**config.mk**
```make
export PLATFORM = sky130hd
export DESIGN_NAME = gpo_pad_cfg_ctrl_flat
export DESIGN_NICKNAME = d
export VERILOG_FILES = /design/src/rtl/gpo_pad_cfg_ctrl_if.sv /design/src/rtl/gpo_pad_cfg_ctrl.sv /design/src/flat_wrapper.sv
export SDC_FILE = /design/constraint.sdc
export NUM_CORES = 1
export LEC_CHECK = 0
export CORE_AREA = 2 2 63 65
export CTS_CLUSTER_DIAMETER = 80
export DETAILED_ROUTE_END_ITERATION = 7
export DIE_AREA = 0 0 65 67
export PLACE_DENSITY = 0.7
export RECOVER_POWER = 100
export SLEW_MARGIN = 40
export SYNTH_ARGS = -nofsm -noshare
export SYNTH_HDL_FRONTEND = slang
export SYNTH_SLANG_ARGS = --single-unit
export TNS_END_PERCENT = 5
```
**constraint.sdc**
```tcl
create_clock -name CLK_I -period 2.3 [get_ports CLK_I]
set_clock_uncertainty 0.2 [all_clocks]
set_input_delay 0.23 -clock CLK_I [delete_from_list [all_inputs] [get_ports CLK_I]]
set_output_delay 0.23 -clock CLK_I [all_outputs]
set_load 0.005 [all_outputs]
```
**src/rtl/gpo_pad_cfg_ctrl_if.sv**
```systemverilog
// Config handshake between the pad-config register block (master) and the
// per-pad controller (slave): four-phase level REQ/ACK plus the drive payload.
interface gpo_pad_cfg_ctrl_if;
    logic       CFG_REQ_I;
    logic [1:0] CFG_DS_I;
    logic       CFG_SR_I;
    logic       CFG_CO_I;
    logic [1:0] CFG_MODE_I;
    logic       CFG_ACK_O;
    logic       CFG_ERR_O;

    modport master (
        output CFG_REQ_I, CFG_DS_I, CFG_SR_I, CFG_CO_I, CFG_MODE_I,
        input  CFG_ACK_O, CFG_ERR_O
    );

    modport slave (
        input  CFG_REQ_I, CFG_DS_I, CFG_SR_I, CFG_CO_I, CFG_MODE_I,
        output CFG_ACK_O, CFG_ERR_O
    );
endinterface

```
**src/rtl/gpo_pad_cfg_ctrl.sv**
```systemverilog
// Glitch-free configuration sequencer for one EG1D80V GPO pad (blank, apply, bias wait, settle).
// Define GPO_PAD_CFG_CTRL_BIAS_SYNC_EN to pass BIAS_OK_I through a 2-flop synchronizer.
module gpo_pad_cfg_ctrl #(
    parameter int unsigned SETTLE_CYC  = 16,
    parameter int unsigned BIAS_TO_CYC = 255,
    parameter int unsigned CNT_W       = 8
) (
    input  logic                     CLK_I,
    input  logic                     RSTN_I,
    gpo_pad_cfg_ctrl_if.slave        cfg,
    input  logic                     DATA_I,
    input  logic                     EN_I,
    input  logic                     BIAS_OK_I,
    output logic                     BUSY_O,
    output logic                     DO_O,
    output logic [1:0]               DS_O,
    output logic                     SR_O,
    output logic                     CO_O,
    output logic                     OE_O,
    output logic                     ODP_O,
    output logic                     ODN_O
);

    typedef enum logic [2:0] {
        S_IDLE,
        S_DRAIN,
        S_APPLY,
        S_BIAS_WAIT,
        S_SETTLE,
        S_DONE
    } state_e;

    state_e             state_q, state_d;
    logic [CNT_W-1:0]   cnt_q, cnt_d;
    logic [1:0]         lat_ds_q, lat_ds_d, lat_mode_q, lat_mode_d;
    logic               lat_sr_q, lat_sr_d, lat_co_q, lat_co_d;
    logic [1:0]         mode_q, mode_d, ds_q, ds_d;
    logic               sr_q, sr_d, co_q, co_d, odp_q, odp_d, odn_q, odn_d;
    logic               oe_q, oe_d, do_q, do_d, ack_q, ack_d, err_q, err_d;
    logic               block_q, block_d;
    logic               bias_ok, accept, bias_to, settle_end, bias_loss, oe_win;

`ifdef GPO_PAD_CFG_CTRL_BIAS_SYNC_EN
    logic [1:0] bias_sync_q;

    always_ff @(posedge CLK_I or negedge RSTN_I) begin
        if (!RSTN_I) begin
            bias_sync_q <= '0;
        end else begin
            bias_sync_q <= {bias_sync_q[0], BIAS_OK_I};
        end
    end

    assign bias_ok = bias_sync_q[1];
`else
    assign bias_ok = BIAS_OK_I;
`endif

    assign accept     = (state_q == S_IDLE) && cfg.CFG_REQ_I;
    assign bias_to    = (cnt_q == CNT_W'(BIAS_TO_CYC - 1));
    assign settle_end = (cnt_q == CNT_W'(SETTLE_CYC - 1));
    assign bias_loss  = ((state_q == S_IDLE) || (state_q == S_DONE)) && (ds_q != 2'b00)
                        && !bias_ok && !accept;
    // Output window opens only once the FSM is parked: IDLE with no pending
    // request, or DONE after ACK has been raised. This keeps OE low from the
    // cycle after REQ is sampled until one cycle after ACK.
    assign oe_win     = ((state_q == S_IDLE) && !cfg.CFG_REQ_I) || ((state_q == S_DONE) && ack_q);

    always_ff @(posedge CLK_I or negedge RSTN_I) begin
        if (!RSTN_I) begin
            state_q <= S_IDLE;
        end else begin
            state_q <= state_d;
        end
    end

    always_comb begin
        state_d = state_q;
        case (state_q)
            S_IDLE:      if (cfg.CFG_REQ_I) state_d = S_DRAIN;
            S_DRAIN:     state_d = S_APPLY;
            S_APPLY:     state_d = (lat_ds_q != 2'b00) ? S_BIAS_WAIT : S_SETTLE;
            S_BIAS_WAIT: if (bias_ok || bias_to) state_d = S_SETTLE;
            S_SETTLE:    if (settle_end) state_d = S_DONE;
            S_DONE:      if (!cfg.CFG_REQ_I) state_d = S_IDLE;
            default:     state_d = S_IDLE;
        endcase
    end

    always_comb begin
        cnt_d      = '0;
        lat_ds_d   = lat_ds_q;
        lat_sr_d   = lat_sr_q;
        lat_co_d   = lat_co_q;
        lat_mode_d = lat_mode_q;
        mode_d     = mode_q;
        ds_d       = ds_q;
        sr_d       = sr_q;
        co_d       = co_q;
        odp_d      = odp_q;
        odn_d      = odn_q;
        err_d      = err_q;
        block_d    = block_q;
        do_d       = DATA_I;

        case (state_q)
            S_IDLE: begin
                if (accept) begin
                    lat_ds_d   = cfg.CFG_DS_I;
                    lat_sr_d   = cfg.CFG_SR_I;
                    lat_co_d   = cfg.CFG_CO_I;
                    lat_mode_d = cfg.CFG_MODE_I;
                    err_d      = 1'b0;
                    block_d    = 1'b0;
                end
            end
            S_APPLY: begin
                ds_d   = lat_ds_q;
                sr_d   = lat_sr_q;
                co_d   = lat_co_q;
                mode_d = lat_mode_q;
                odp_d  = (lat_mode_q == 2'b10);
                odn_d  = (lat_mode_q == 2'b01);
            end
            S_BIAS_WAIT: begin
                if (state_d == S_BIAS_WAIT) begin
                    cnt_d = cnt_q + 1'b1;
                end
                // Timeout only when bias is still bad; a same-cycle good bias wins.
                if (!bias_ok && bias_to) begin
                    ds_d  = 2'b00;
                    err_d = 1'b1;
                end
            end
            S_SETTLE: cnt_d = cnt_q + 1'b1;
            default: ;
        endcase

        if (bias_loss) begin
            block_d = 1'b1;
            err_d   = 1'b1;
        end

        ack_d = (state_q == S_DONE) && !(ack_q && !cfg.CFG_REQ_I);
        oe_d  = EN_I && (mode_q != 2'b11) && !block_d && oe_win;
    end

    always_ff @(posedge CLK_I or negedge RSTN_I) begin
        if (!RSTN_I) begin
            cnt_q      <= '0;
            lat_ds_q   <= '0;
            lat_sr_q   <= 1'b0;
            lat_co_q   <= 1'b0;
            lat_mode_q <= '1;
            mode_q     <= '1;
            ds_q       <= '0;
            sr_q       <= 1'b0;
            co_q       <= 1'b0;
            odp_q      <= 1'b0;
            odn_q      <= 1'b0;
            oe_q       <= 1'b0;
            do_q       <= 1'b0;
            ack_q      <= 1'b0;
            err_q      <= 1'b0;
            block_q    <= 1'b0;
        end else begin
            cnt_q      <= cnt_d;
            lat_ds_q   <= lat_ds_d;
            lat_sr_q   <= lat_sr_d;
            lat_co_q   <= lat_co_d;
            lat_mode_q <= lat_mode_d;
            mode_q     <= mode_d;
            ds_q       <= ds_d;
            sr_q       <= sr_d;
            co_q       <= co_d;
            odp_q      <= odp_d;
            odn_q      <= odn_d;
            oe_q       <= oe_d;
            do_q       <= do_d;
            ack_q      <= ack_d;
            err_q      <= err_d;
            block_q    <= block_d;
        end
    end

    assign BUSY_O        = (state_q != S_IDLE) && (state_q != S_DONE);
    assign DO_O          = do_q;
    assign DS_O          = ds_q;
    assign SR_O          = sr_q;
    assign CO_O          = co_q;
    assign OE_O          = oe_q;
    assign ODP_O         = odp_q;
    assign ODN_O         = odn_q;
    assign cfg.CFG_ACK_O = ack_q;
    assign cfg.CFG_ERR_O = err_q;

endmodule

```
**src/flat_wrapper.sv**
```systemverilog
// flat-port wrapper written by rule: the top's interface ports become plain ports
module gpo_pad_cfg_ctrl_flat 
#(
    parameter int unsigned SETTLE_CYC  = 16,
    parameter int unsigned BIAS_TO_CYC = 255,
    parameter int unsigned CNT_W       = 8
)
  (CLK_I, RSTN_I, DATA_I, EN_I, BIAS_OK_I, BUSY_O, DO_O, DS_O, SR_O, CO_O, OE_O, ODP_O, ODN_O, cfg_CFG_REQ_I, cfg_CFG_DS_I, cfg_CFG_SR_I, cfg_CFG_CO_I, cfg_CFG_MODE_I, cfg_CFG_ACK_O, cfg_CFG_ERR_O);
  gpo_pad_cfg_ctrl_if cfg_i ();
  input  logic CLK_I;
  input  logic RSTN_I;
  input  logic DATA_I;
  input  logic EN_I;
  input  logic BIAS_OK_I;
  output logic BUSY_O;
  output logic DO_O;
  output logic [1:0] DS_O;
  output logic SR_O;
  output logic CO_O;
  output logic OE_O;
  output logic ODP_O;
  output logic ODN_O;
  input wire logic [$bits(cfg_i.CFG_REQ_I)-1:0] cfg_CFG_REQ_I;
  input wire logic [$bits(cfg_i.CFG_DS_I)-1:0] cfg_CFG_DS_I;
  input wire logic [$bits(cfg_i.CFG_SR_I)-1:0] cfg_CFG_SR_I;
  input wire logic [$bits(cfg_i.CFG_CO_I)-1:0] cfg_CFG_CO_I;
  input wire logic [$bits(cfg_i.CFG_MODE_I)-1:0] cfg_CFG_MODE_I;
  output wire logic [$bits(cfg_i.CFG_ACK_O)-1:0] cfg_CFG_ACK_O;
  output wire logic [$bits(cfg_i.CFG_ERR_O)-1:0] cfg_CFG_ERR_O;
  assign cfg_i.CFG_REQ_I = cfg_CFG_REQ_I;
  assign cfg_i.CFG_DS_I = cfg_CFG_DS_I;
  assign cfg_i.CFG_SR_I = cfg_CFG_SR_I;
  assign cfg_i.CFG_CO_I = cfg_CFG_CO_I;
  assign cfg_i.CFG_MODE_I = cfg_CFG_MODE_I;
  assign cfg_CFG_ACK_O = cfg_i.CFG_ACK_O;
  assign cfg_CFG_ERR_O = cfg_i.CFG_ERR_O;
  gpo_pad_cfg_ctrl #(.SETTLE_CYC(SETTLE_CYC), .BIAS_TO_CYC(BIAS_TO_CYC), .CNT_W(CNT_W)) u_core (.CLK_I(CLK_I), .RSTN_I(RSTN_I), .cfg(cfg_i), .DATA_I(DATA_I), .EN_I(EN_I), .BIAS_OK_I(BIAS_OK_I), .BUSY_O(BUSY_O), .DO_O(DO_O), .DS_O(DS_O), .SR_O(SR_O), .CO_O(CO_O), .OE_O(OE_O), .ODP_O(ODP_O), .ODN_O(ODN_O));
endmodule
```
Fig. 1: run 1, signal wires on met3
Scale: 8 px per um.
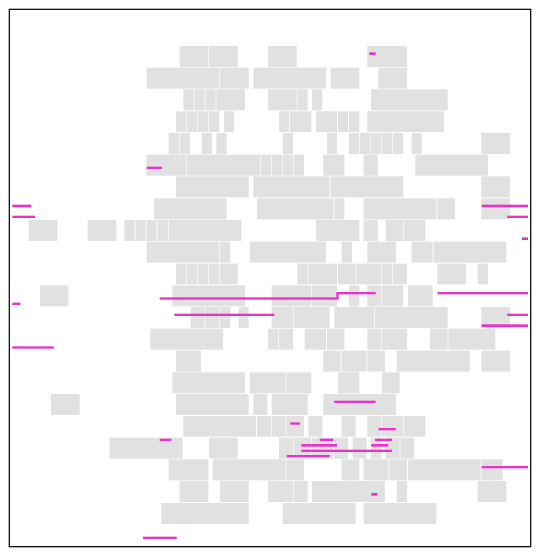
wire length on this layer: 122 um
longest straight run: 22.1 um
Routed WL: 2778 um
met3 usage: 3.378%
vias: 1,102

Fig. 2: run 1, wiring heat map
Scale: 4 px per um. The die is cut into 13 by 13 equal tiles; dark purple is low, yellow is high, scaled to the fullest tile. Values are wire area over tile area, all layers added.
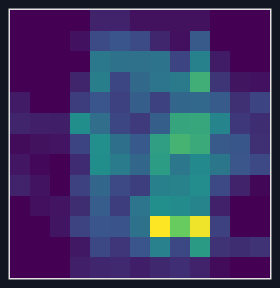
densest ninth of the die: center
emptiest ninth of the die: north-west
tiles over half the peak: 6.5%
mean over tiles: 0.10
All-Layer GR Usage: 14.36%
wire length per cell after detailed routing: 12.74 um

Fig. 3: run 1, pin map
Scale: 6 px per um. Pins as bars across the die edge, other pins in gray.
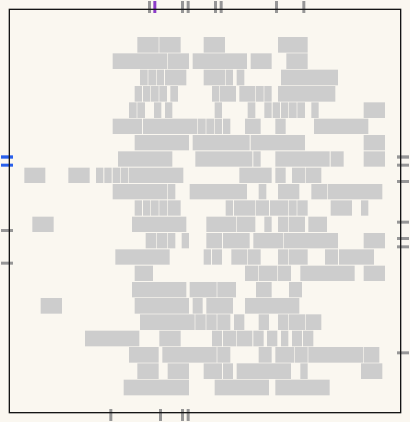
| color | port | pins | direction | edge |
|---|---|---|---|---|
| purple | `cfg_CFG_SR_I` | 1 | input | north |
| blue | `cfg_CFG_DS_I` | 2 | input | west |
width of the die: 65 um
port buffer count: 22
die span in y: 67 um

==> summary.txt, run 1 <==
Main metrics from the flow reports.

The run finished with clean final reports. For reference, the clock transition at the flip-flops on the worst setup and hold paths is around 0.060 ns. The number of nets in the synthesized netlist is ~160.

The average footprint of a synthesized cell is a little under 10 um2. The power of the combinational group came out at roughly 0.64 mW. Cells fill approximately 49% of the core in the end. The number of nets with antenna violations after detailed routing came out at 0. Before placement the cells fill between 30% and 40% of the core. The OpenROAD report gives the critical path a data arrival time of ~1.7 ns. The number of flip-flops under the largest register name came out at 8.

The pin slew with the least headroom to its limit came out at just over 1 ns. Entering global routing, the biggest net connects 31 pins. The report puts the cell count of the worst reg-to-reg path at 3.

The worst setup path is of the register to output port kind. The total net switching power is about 0.65 mW. More flip-flops sit in one register than any other, and that register is u_core.cnt_q. The design internal power came out at 1.349 mW. The sequential cell fraction of total power is around 43%.

Summed over all nets, the half-perimeter wirelength after detailed placement is 2025 um. The power per standard cell area came out at between 1000 and 1500 nW/um2. The cell count in the Yosys report is 144. The reported clock group power came out at about 0.51 mW.

The min-delay analysis places its worst path in the category input pin to asynchronous set/reset pin. The max-slew violation count came out at 0. The slack of the worst reg-to-reg path came out at a little under 0.3 ns.

The core outline area is 3606 um2. The synthesis-stage register bit count came out at 30. The post-route clock period utilization came out at a little over nine tenths.

The highest clock frequency the design can meet is between 400 and 500 MHz. The hold slack came out at ~0.20 ns. The H-tree was split into 2 levels. The area taken by sequential standard cells is reported as about 760 um2. The sequential area share after synthesis came out at between 50% and 60%. The power group with the largest share is sequential cells. The clock period minus worst slack is 2.175 ns. Per the breakdown, switching nets consume approximately a third of all power. The number of nets in the layout is around 180. The number of antenna violations at the first check in global routing came to 0.

The number of post-CTS setup repair buffers came out at 0. Max fanout on the critical path was recorded as 12. The cell area reported after detailed placement is 1680 um2. For this run, asynchronously set or reset flops after synthesis account for 100.0%. The warning count from the yosys run is 0. TritonCTS built the clock tree. The least setup slack across all paths after layout is between 0.1 and 0.15 ns. TritonRoute reported its final design rule violation total as 0. The cell sitting at the root of the clock tree is a sky130_fd_sc_hd__clkbuf_8. The maximum count of clock buffers along a single path is 2. Setup repair after global routing left no endpoint under its margin.

The clock network fraction of total power came out at between 20% and 30%. The detailed router's first-iteration violation count came out at 91. The clock insertion delay at the later pin of the skew report came out at 0.28 ns. The final tally of setup violations is 0. The yosys synthesis chip area is approximately 1400 um2.

In the routed layout, each cell is associated on average with a via count of between 5 and 6. The post-cts hold-fix buffer tally came out at 0. The data required time at the worst endpoint came out at around 1.9 ns. The combined area of all synthesized cells is around 1400 um2.

The final tally of hold violations is 0. The warning total across the stage logs is 27. The total of cells resized after clock tree synthesis is 0.

The critical path startpoint category is a register. The largest registers in the layout are u_core.cnt_q (8), u_core.state_q (3). The sum of overflow across all layers after global routing is 0.

In the post-synthesis netlist, the biggest area contributors are sky130_fd_sc_hd__dfrtp_1, sky130_fd_sc_hd__nand2_1, sky130_fd_sc_hd__dfstp_2. The worst ir drop on vdd is 0.3047 mV. The number of global-route vias before repair is 1,025. The layout summary lists the proportion of cells stronger than drive strength 1 as approximately an eighth. The first-pass GRT wire length is 4595 um.

Synthesis instantiated 40 different standard cells from the library. The final instance area came out at 1773 um2. The cell type that accounts for the most area after synthesis is sky130_fd_sc_hd__dfrtp_1. The final cell count without fillers came out at roughly 220. The cell count after placement is 210. Summed over all cells, the static leakage comes to ~0.80 nW. The number of antenna diodes in the final layout is 0.

The sink count of the clock tree is 30. The number of top-level pins is 23. On the critical path, the stage with the largest delay is an instance of sky130_fd_sc_hd__clkdlybuf4s50_1.

The count of mapped cells out of synthesis came out at ~140. The routability-driven placement congestion ratio came out at between 0.8 and 0.9. The pre-CTS setup slack came out at ~0.33 ns. The chip area came out at around 4400 um2.

After layout, the design draws a total of ~2.0 mW. Measured against its own limit, the worst slew margin works out to approximately a third. The report lists the cells along the critical path as xor2_1, or2_2, clkdlybuf4s50_1.

In this run the core area contains 22 standard-cell rows. Per the layout report, the design carries between 300 and 400 filler cells. For this run, the leading register cell type out of synthesis is sky130_fd_sc_hd__dfrtp_1.

The number of buffers created by CTS is 5. Summing all multi-input logic gate instances after layout gives roughly 600 um2. The count of library flops with an enable pin came out at 0. The proportion of netlist area held by the largest area contributor came out at between 40% and 50%. In this design, the stage delay of the slowest critical-path cell is between 0.4 and 0.5 ns. The count of maximum capacitance violations is 0. The final sum of negative setup slack came out at 0 ns. The total sequential power is around 0.85 mW. The portion of total power attributed to combinational logic is a little under a third. The detailed-routing iteration count for the pre-antenna-repair pass came out at 5. The area growth from synthesis to layout is 24.30%. STA classifies the critical path endpoint as an output port.
[run 1: worst paths after layout]
path,from,endpoint
setup / recovery,u_core.state_q[2],BUSY_O
hold / removal,RSTN_I,u_core.cnt_q[6]
setup reg to reg,u_core.state_q[1],u_core.state_q[0]
hold reg to reg,u_core.ODN_O,u_core.ODN_O
max in group asynchronous,RSTN_I,u_core.lat_mode_q[0]
min in group CLK_I,cfg_CFG_MODE_I[0],u_core.lat_mode_q[0]
[run 1: synth_stat cells, drive strengths merged, types with 2 or more instances]
| master | instances |
|---|---|
| nand2 | 43 |
| dfrtp | 26 |
| a21oi | 7 |
| o21ai | 7 |
| buf | 5 |
| dfstp | 4 |
| inv | 4 |
| or3 | 4 |
| a22oi | 3 |
| nand3 | 3 |
| nand3b | 3 |
| nor2b | 3 |
| ha | 2 |
| nand4 | 2 |
| nor2 | 2 |
| nor3b | 2 |
| or2 | 2 |
| or3b | 2 |
| xnor2 | 2 |
| xor2 | 2 |
[run 1: metal layers]
layer	vias to the layer above	part of all wire [%]	global-route usage [%]
met2	37	46	21.52
met5	-	0	0
met3	9	4.4	3.378
li1	545	-	-
met4	0	3.7	11.17
met1	511	46	17.75
[run 1: final cells by class]
| type | count | area share [%] |
|---|---|---|
| clock buffers | 5 | 3.881 |
| clock inverters | 3 | 2.258 |
| inverters | 4 | 0.8469 |
| multi-input cells | 104 | 33.66 |
| flip-flops and latches | 30 | 42.70 |
| well taps | 48 | 3.387 |
| repair buffers | 24 | 13.27 |
[run 1: kinds of logic after synthesis]
| kind of cell | Yosys count | synth area share, % |
|---|---|---|
| buf+inv | 10 | 3.946 |
| compound gates | 24 | 11.67 |
| simple gates | 74 | 27.19 |
| flops | 30 | 52.98 |
| xor+xnor | 4 | 2.457 |
| fa+ha+maj | 2 | 1.754 |
[run 1: cells in the final DEF, fill, tap and decap left out, types with 2 or more instances in the layout]
cell / n
sky130_fd_sc_hd__inv_1: 4
sky130_fd_sc_hd__buf_4: 2
sky130_fd_sc_hd__or3b_1: 2
sky130_fd_sc_hd__a22oi_1: 3
sky130_fd_sc_hd__nand3b_1: 3
sky130_fd_sc_hd__nor2b_1: 3
sky130_fd_sc_hd__clkinv_2: 2
sky130_fd_sc_hd__clkdlybuf4s50_1: 10
sky130_fd_sc_hd__dfrtp_1: 25
sky130_fd_sc_hd__ha_1: 2
sky130_fd_sc_hd__o21ai_0: 6
sky130_fd_sc_hd__nand4_1: 2
sky130_fd_sc_hd__nand3_1: 3
sky130_fd_sc_hd__or2_2: 2
sky130_fd_sc_hd__dlygate4sd3_1: 12
sky130_fd_sc_hd__xnor2_1: 2
sky130_fd_sc_hd__clkbuf_8: 5
sky130_fd_sc_hd__dfstp_2: 4
sky130_fd_sc_hd__nor3b_1: 2
sky130_fd_sc_hd__nor2_1: 2
sky130_fd_sc_hd__a21oi_1: 7
sky130_fd_sc_hd__nand2_1: 43
sky130_fd_sc_hd__or3_1: 4
sky130_fd_sc_hd__xor2_1: 2
[run 1: worst max-delay path: cells and delay by family, from the launching register on]
kind          cells  cell delay [ns]
xor+xnor          1             0.30
simple gates      1             0.18
flops             1             0.48
buf+inv           1             0.49
==> run 1 -> run 2 <==
--- a/config.mk
+++ b/config.mk
@@ -9,9 +9,8 @@
 export CTS_CLUSTER_DIAMETER = 80
 export DETAILED_ROUTE_END_ITERATION = 7
 export DIE_AREA = 0 0 65 67
-export PLACE_DENSITY = 0.7
+export PLACE_DENSITY = 0.73
 export RECOVER_POWER = 100
-export SLEW_MARGIN = 40
 export SYNTH_ARGS = -nofsm -noshare
 export SYNTH_HDL_FRONTEND = slang
 export SYNTH_SLANG_ARGS = --single-unit
==> run 2 against run 1 <==
  * Highest routed layer unchanged
  * Cell count did not move
  * Sequential share of layout area increased by 0.49 points
  * Critical endpoint unchanged
  * Design area down 1.1%
  * Utilization decreased by 0.56 points
  * Count of clock-buffer cells in the layout up 2
  * Critical path type unchanged
  * Maximum frequency rose by 0.52%
  * Largest cell class unchanged
  * Combinational power up 0.8%
  * Non-clock buffer count did not move
  * Wire length increased by 2.9%
  * Sequential power about the same
  * Area after synthesis stayed put
==> summary.txt, run 2 <==
Main metrics from the flow reports.

The share of post-route cells with drive strength above 1 came out at ~11%. The pin count of the biggest net entering global routing came out at 31. The total DRC errors in the routed layout is 0. In this run the register-to-register setup slack is 0.28 ns. The root buffer cell is sky130_fd_sc_hd__clkbuf_8. The overall power came out at slightly below 2 mW.

The first global-routing pass estimated approximately 5000 um of wire. The worst setup path is of the register to output port kind. For this design, the slowest cell found on the critical path is sky130_fd_sc_hd__clkdlybuf4s50_1. The pin closest to its max-slew limit shows a slew of 1.031 ns. The leading cell type by number of instances after synthesis is sky130_fd_sc_hd__nand2_1.

The cell count in the Yosys report came out at between 100 and 150. The sum of overflow across all layers after global routing is 0. The number of antenna violations at the first check in global routing came out at 0. The number of antenna diodes in the final layout is 0. STA classifies the critical path startpoint as a register.

The power per standard cell area is about 1100 nW/um2. Ranked by total cell area, the synthesized netlist is headed by sky130_fd_sc_hd__dfrtp_1, sky130_fd_sc_hd__nand2_1, sky130_fd_sc_hd__dfstp_2. The number of nets in the synthesized netlist is about 160. The final tally of setup violations came out at 0. Ranked by instance count, the synthesized netlist is headed by sky130_fd_sc_hd__nand2_1, sky130_fd_sc_hd__dfrtp_1, sky130_fd_sc_hd__a21oi_1.

The number of nets in the layout is 183. Hold-check failures listed in the final report amount to 0. The clock insertion delay at the later pin of the skew report is 0.28 ns. TritonCTS built the clock tree.

The proportion of synthesized flip-flops having asynchronous set or reset came out at 100.0%. The classification of the worst-slack hold path is input pin to register. The synthesis-stage register bit count came out at 30. The hold slack is approximately 0.25 ns. The highest clock frequency the design can meet came out at between 400 and 500 MHz. The number of flip-flops under the largest register name is 8. Before any placement, the netlist area is recorded as ~1400 um2. The post-route clock period utilization came out at between 90% and 100%. The fill cell total of the finished layout is approximately 340. From left edge to right edge, the die measures 65 um. Yosys reports a chip area of around 1400 um2. The maximum count of clock buffers along a single path is 2. The biggest area contributor in the post-synthesis netlist is sky130_fd_sc_hd__dfrtp_1. The detailed-routing iteration count for the pre-antenna-repair pass came out at 4. The max-slew violation count came out at 0. The most common logic cell in the final layout is sky130_fd_sc_hd__nand2_1. The wire length per cell after detailed routing came out at between 10 and 15 um. The nature of the critical path endpoint is an output port.

Measured along the y axis, the die boundary spans ~67 um. The sequential area share after synthesis is between 50% and 60%. Setup repair after global routing left no endpoint under its margin. The largest registers in the layout are u_core.cnt_q (8), u_core.state_q (3).

In this run the VDD rail shows a maximum IR drop of roughly 0.36 mV. The detailed router's first-iteration violation count is just under 90. The routability-driven placement congestion ratio came out at approximately 0.79. The warning count from the yosys run came out at 0. Synthesis instantiated 40 different standard cells from the library. The number of buffers and inverters on the critical path came out at 1.

The tally of buffers added on design ports is 22. The most common logic cells in the final layout are sky130_fd_sc_hd__nand2_1, sky130_fd_sc_hd__dfrtp_1, sky130_fd_sc_hd__dlygate4sd3_1, sky130_fd_sc_hd__clkdlybuf4s50_1, sky130_fd_sc_hd__a21oi_1. The count of library flops with an enable pin is 0.

Per the synth stats, the flop cell with the highest instance count is sky130_fd_sc_hd__dfrtp_1. The synthesis-to-layout area growth is 22.89%. The overall via count from detail_route is ~1,100.

The maximum single-stage delay on the critical path came out at between 0.4 and 0.5 ns. The count of mapped cells out of synthesis came out at approximately 140. The top cell type by area accounts for between 40% and 50% of the synthesized area.

The average footprint of a synthesized cell is 9.905 um2. In the floorplan report the effective utilization is about two fifths. The count of nets left with antenna violations once routing finished came out at 0. The static leakage is roughly 0.79 nW.

The final sum of negative setup slack is 0 ns. The largest register by flop count is u_core.cnt_q. Summing over the stages, the warning tally comes to 27.

The number of global-route vias before repair is 1,174. The largest fanout of any net on the critical path is 12. The flow ran to the end, and the final reports show no timing, DRC or antenna violations. The clock period minus worst slack is ~2.2 ns. The clock-pin transition on the worst setup and hold timing paths is roughly 0.060 ns.
-- run 2: cell counts after synthesis --
Identical to the previous run, type by type.
-- run 2: cells by family after synthesis --
group                      share of synthesized area, %
adders and majority gates                         1.754
xor gates and xnor gates                          2.457
and+or+nand+nor                                   27.19
buffers and inverters                             3.946
AOI/OAI and AO/OA                                 11.67
DFF                                               52.98
-- run 2: tightest hold or removal path: stages --
cell and delay, ns:
sky130_fd_sc_hd__clkdlybuf4s50_1 0.40, sky130_fd_sc_hd__nand2_1 0.06, sky130_fd_sc_hd__nand2_1 0.04
-- run 2: area by class of cell --
type	count	area, um2	area share [%]
multi-input cells	104	596.8	34.05
inverters	4	15.01	0.8565
well taps	48	60.06	3.426
clock inverters	1	5.005	0.2855
flip-flops and latches	30	757.0	43.18
clock buffers	7	86.33	4.925
repair buffers	24	232.7	13.28
-- run 2: routing by layer --
layer / wire length [um] / GRT usage [%]
met5: 0 / 0
met2: 1429 / 25.39
met3: 111 / 5.068
met4: 65 / 8.511
met1: 1252 / 18.07
-- run 2: final timing paths --
path / start / to / cells after the start
worst max-delay path: u_core.state_q[2] / BUSY_O / 3
worst min-delay path: cfg_CFG_MODE_I[0] / u_core.lat_mode_q[0] / 3
worst max register to register: u_core.state_q[1] / u_core.state_q[0] / 3
worst min register to register: u_core.ODN_O / u_core.ODN_O / 2
max in group asynchronous: RSTN_I / u_core.state_q[2] / 2
min in group asynchronous: RSTN_I / u_core.cnt_q[2] / 2
-- run 2: power breakdown --
group | leakage (nW) | total [mW] | switching (mW) | internal [mW]
registers | 0.382 | 0.853 | 0.136 | 0.717
logic | 0.363 | 0.641 | 0.326 | 0.315
clock network | 0.0482 | 0.430 | 0.190 | 0.241
-- run 2: stage by stage --
step / utilization (%) / instance area (um2) / worst slack [ns] / std cells
floorplan: - / 1426 / 0.6901 / 144
detailed placement: 46.60 / 1680 / 0.3442 / 210
finish: 48.61 / 1753 / 0.1366 / 218
CTS: 49.13 / 1772 / 0.04061 / 218
global placement: 46.60 / 1680 / 0.4175 / 210
global route: 48.61 / 1753 / 0.06257 / 218
-- run 2: timing repair --
action / in CTS / in global routing
hold buffers: 0 / 0
resized: 0 / 1
setup endpoints to repair: 0 / 1
setup buffers: 0 / 0
Fig. 4: run 2, signal wires on met3
Scale: 8 px per um.
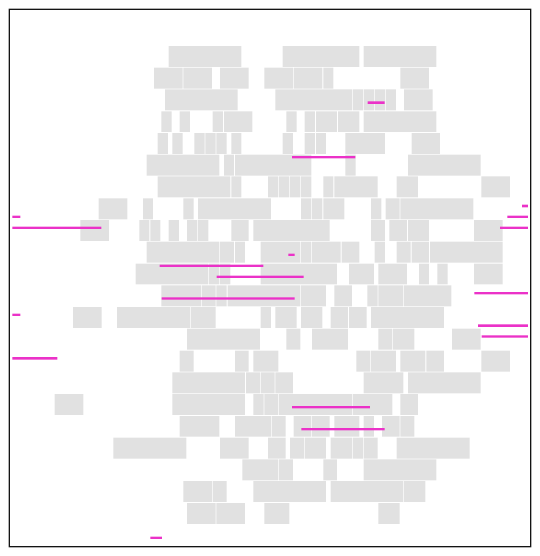
main direction: horizontal
share of all routed wire: 3.9%
longest straight run: 16.3 um
met3 usage: 5.068%
Routed WL: 2858 um

Fig. 5: run 2, cell classes on the final placement
Scale: 8 px per um.
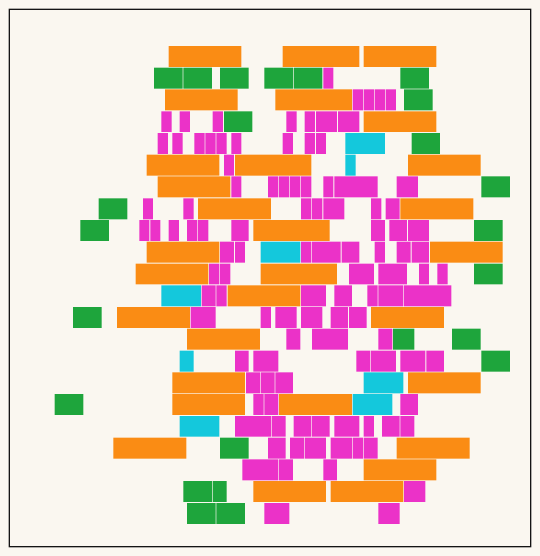
| color | class | cells | share of their area |
|---|---|---|---|
| green | remaining buffers and delay cells | 24 | 14% |
| magenta | remaining logic cells | 108 | 36% |
| orange | registers | 30 | 45% |
| cyan | clock drivers and dummy loads | 8 | 5.4% |
row count: 22
Core Region: 3606 um2
post-route design area: 1753 um2
Seq area share: 43.18%

Power figures rest on the tool's default switching activity, not on a simulated workload.
